==> config.mk <==
export PLATFORM = sky130hd
export DESIGN_NAME = ram8
export DESIGN_NICKNAME = d
export VERILOG_FILES = /design/src/rtl/ram8.sv
export SDC_FILE = /design/constraint.sdc
export NUM_CORES = 1
export LEC_CHECK = 0
export CORE_AREA = 3 3 114 116
export CTS_CLUSTER_DIAMETER = 60
export DETAILED_ROUTE_END_ITERATION = 8
export DIE_AREA = 0 0 117 119
export PLACE_DENSITY = 0.64
export REMOVE_ABC_BUFFERS = 1
export SKIP_CTS_REPAIR_TIMING = 1
export SLEW_MARGIN = 20
export SYNTH_ARGS = -nofsm -noshare
export SYNTH_HDL_FRONTEND = slang
export SYNTH_SLANG_ARGS = --single-unit
==> constraint.sdc <==
create_clock -name clk -period 3.9 [get_ports clk]
set_input_delay 0.585 -clock clk [delete_from_list [all_inputs] [get_ports clk]]
set_output_delay 0.585 -clock clk [all_outputs]
set_load 0.005 [all_outputs]
==> src/rtl/ram8.sv <==
// ram8: eight-word register file with a combinational read port.
// One write port steered by a one-hot decode of address; read data is
// word[address] with zero latency.
// Optional feature: define RAM8_BYPASS_EN to forward in to out whenever
// load is high (write-through of the value about to be stored).
module ram8 #(
  parameter int unsigned WIDTH = 16
) (
  input  logic             clk,
  input  logic             rst_n,
  input  logic [WIDTH-1:0] in,
  input  logic             load,
  input  logic [2:0]       address,
  output logic [WIDTH-1:0] out
);

  logic [WIDTH-1:0] word_q [8];
  logic [WIDTH-1:0] word_d [8];
  logic [7:0]       enable;

  // One-hot write enables; load=0 forces all low even if address is unknown.
  always_comb begin
    enable = '0;
    for (int k = 0; k < 8; k++) begin
      enable[k] = load & (address == 3'(k));
    end
  end

  // Next-state: only the enabled word takes in, the rest hold.
  always_comb begin
    for (int k = 0; k < 8; k++) begin
      word_d[k] = word_q[k];
      if (enable[k]) begin
        word_d[k] = in;
      end
    end
  end

  // Storage with asynchronous clear that overrides any coinciding write.
  always_ff @(posedge clk or negedge rst_n) begin
    if (!rst_n) begin
      for (int k = 0; k < 8; k++) begin
        word_q[k] <= '0;
      end
    end else begin
      for (int k = 0; k < 8; k++) begin
        word_q[k] <= word_d[k];
      end
    end
  end

`ifdef RAM8_BYPASS_EN
  // Read mux with write-through forwarding while load is high.
  always_comb begin
    out = word_q[address];
    if (load) begin
      out = in;
    end
  end
`else
  // Plain 8:1 read mux; stored data only, no in-to-out path.
  always_comb begin
    out = word_q[address];
  end
`endif

endmodule

Fig. 1: cell density map
Bar = 20 um. 12 x 12 tiles, from dark purple (low) to yellow (high), 0 to 100% covered.
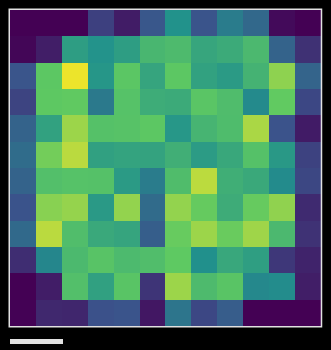
15% of the tiles are over 75% full. 6.9% of the tiles are nearly empty. The fullest tile reaches 97%. The mean over all tiles is 49%.

==> results.txt <==
On the backend side, the flow ran end to end.

The final tally of max-slew violations stands at 0. The number of buffers added by the clock tree synthesis step stands at 17. The worst setup path is of the input port to output pin kind. In this run the worst setup path begins at address[2]. The peak fanout along the critical path stands at 16.

The synthesized area stands at roughly 6000 um^2. The total tool warning count stands at 25. Per the OpenROAD floorplan log, the area of the die is approximately 14000 um^2. Entering global routing, the biggest net connects between 60 and 70 pins. At the end of the flow, the number of nets in the layout was 461. Between clock sinks in the finished design, the worst skew comes to 0 ns.

The initial antenna violation count is 0. The count of nets left with antenna violations after detail routing stands at 0. The starting DRC count in detailed routing stands at ~200. On the worst setup and hold paths after CTS, the clock-pin slew comes to approximately 0.05 ns. The share of synthesized cell area in and-or and or-and compound cells stands at 4.94%. The synthesized instance count is 395. The clock tree synthesis step divided the H-tree into 4 levels.

The final layout report lists a non-clock inverter count of 2. Of the cells placed in the final design, the portion with a size suffix greater than 1 is 39.9%. STA on the placed design reports a worst setup slack of 0.592 ns. Per the layout area report, the combinational fraction of cell area is between 30% and 40%. According to the floorplan report, the placeable core area is about 12000 um^2.

Yosys reports a chip area of between 5000 and 6000 um^2. The post-layout period usage of the worst path stands at 84.7%. Among the non-sequential cells, multiplexers take the most area. The number of sequential cells in the layout stands at 128.

After routing, the total negative slack on setup checks comes to 0 ns. The number of flip-flops under the largest register name stands at 128. For this run, combinational gates with multiple inputs come to between 200 and 250.

Ranking logic cells in the layout by count gives the top entries sky130_fd_sc_hd__dfrtp_1, sky130_fd_sc_hd__mux2_2, sky130_fd_sc_hd__clkdlybuf4s50_1. The power density over the cells stands at 570 nW/um^2. The timing report shows the most common cell along the critical path to be sky130_fd_sc_hd__clkdlybuf4s50_1. The maximum clock frequency stands at between 0.3 and 0.4 GHz. The total routed wirelength stands at between 10000 and 15000 um.

The final routed DRC violation total stands at 0. The area fraction in and, or, nand and nor cells after synthesis stands at 3.71%. Once synthesis finished, the tally of register bits stood at 128.

The utilization after layout stands at 58.8%. For reference, full adder, half adder and majority cells occupy 0% of the area reported after synthesis. The number of maximum-capacitance constraint violations stands at 0. The count of cell instances traversed by the critical path stands at 6.

Counting only logic cells after layout, the most numerous master is sky130_fd_sc_hd__dfrtp_1. Tap insertion was completed with 147 tapcells. Setup repair after global routing left no endpoint under its margin. In this run the horizontal extent of the chip is around 120 um. The largest registers in the layout are word_q: 128 flops. Per the slew report, the remaining headroom to the max-slew limit stands at roughly 41%. Warnings reported by Yosys during synthesis add up to 0. The flow ran to the end, and the final reports show no timing, DRC or antenna violations. The total via count after detailed routing stands at 3506. The transition time of the tightest slew-check pin stands at 0.880 ns. The floorplan-stage core utilization stands at between 40 and 50%. Per the post-synthesis stats, the area per cell is roughly 15 um^2. The number of inserted diodes stands at 0. Of the total standard cell area in the layout, the sequential portion is 45.4%. Per STA, the worst path accumulates the most delay in the family buffers and inverters. The sequential element share of the synthesized area stands at between 50 and 60%.

The share of synthesized area spent on multiplexers stands at 35.0%. The clock network area share stands at 8.15%. Before antenna repair, the detailed router went through 4 iterations. The multi-input combinational cell area stands at 2620 um^2. The global route total overflow stands at 0.

The register with the most flip-flops in the final layout is word_q. Yosys stat counts 395 cells in the synthesized netlist. In this run the critical path is formed by clkdlybuf4s50_1, buf_4, or2_1, o22ai_1, a221oi_1, clkdlybuf4s50_1.

The wire-length estimate of the detail-placed layout is about 7700 um. The sum of internal, switching and leakage power stands at just over 4000 uW. The first global-routing pass estimated 21200 um of wire. The min-delay analysis places its worst path in the category input port to async pin.

The via count of the first global-routing pass is 3752. The worst register-to-register path depth is 1. In the post-route analysis, the smallest setup slack over all paths is 0.598 ns. The total number of clock tree sinks stands at 128.

After filler insertion, the fill cell instance count of the layout stands at 943. STA classifies the critical path endpoint as an output pin. The number of cell rows stands at 40. The root buffer cell chosen for the clock tree is sky130_fd_sc_hd__clkbuf_16.

The tally of clock buffers in the finished layout stands at 25. The critical path's slowest stage uses the library cell sky130_fd_sc_hd__clkdlybuf4s50_1. The stage delay of the slowest cell on the critical path stands at ~0.57 ns.

The number of vias per cell stands at 5.86. OpenSTA lists the critical path endpoint as out[13]. The data required time at the worst endpoint stands at 3.31 ns. CTS reports a maximum clock tree buffer depth of 2. Summing the areas of all xor and xnor instances in the mapped netlist gives 0% of the synthesized area. Per the placement log, port buffering inserted 37 buffers. For this design the static power due to leakage is just over 0.003 uW. The final count of negative-setup-slack endpoints stands at 0. The flip-flop and latch area stands at about 3200 um^2.
Fig. 2: cells colored by class
Bar = 20 um.
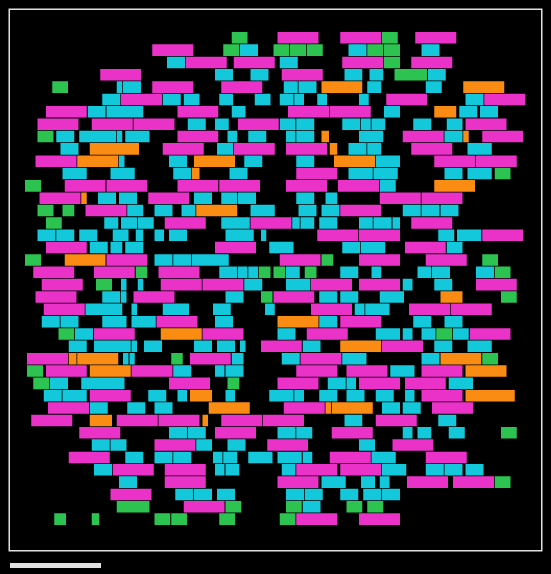
combinational and other logic: in cyan, cells 244. flops: in magenta, cells 128. other buffers and delay cells: in green, cells 48. clock drivers and dummy loads: in orange, cells 31.

==> Yosys cell counts (all sizes together) <==
cell type / instances / area [um^2]
a211o: 1 / 8.76
a21oi: 2 / 10.0
a221o: 1 / 10.0
a221oi: 11 / 96.3
and2: 1 / 8.76
and2b: 2 / 15.0
and3: 1 / 6.26
buf: 22 / 168
clkbuf: 1 / 3.75
dfrtp: 128 / 3200
inv: 2 / 7.50
mux2: 148 / 1780
mux2i: 18 / 180
mux4: 6 / 139
nand2: 7 / 26.3
nand2b: 3 / 18.8
nand3: 4 / 55.1
nand3b: 1 / 7.51
nor2: 6 / 40.0
nor3: 2 / 21.3
nor4b: 1 / 8.76
o221ai: 1 / 8.76
o22ai: 19 / 119
o2bb2ai: 4 / 35.0
o32ai: 1 / 8.76
or2: 1 / 6.26
or3b: 1 / 8.76
==> stage by stage <==
step / area [um^2] / instances
finish: 7060 / 598
global route: 7060 / 598
CTS: 7060 / 598
detailed placement: 6480 / 567
global placement: 6480 / 567
floorplan: 5830 / 372
==> metal layers <==
metal,routed length [um],share of wire (%),track usage [%]
met4,108,0.84,5.59
met3,533,4.1,5.84
met2,6030,47,29.9
met1,6260,48,29.9
met5,0,0,0
==> report_power, final <==
part / switching, uW / internal (uW) / total (uW) / leakage (uW)
Combinational: 261 / 458 / 719 / 0.00126
Sequential: 147 / 1620 / 1770 / 0.00154
Clock: 536 / 1000 / 1540 / 0.000287
Total: 944 / 3080 / 4030 / 0.00308
==> logic make-up (layout without fill, tap and decap cells) <==
logic type             count (synthesis)  in the layout
AND-OR/OR-AND                         40             40
buffers and inverters                 25             81
flip-flops                           128            128
multiplexers                         172            172
AND/OR/NAND/NOR                       30             30
Power figures rest on the tool's default switching activity, not on a simulated workload.
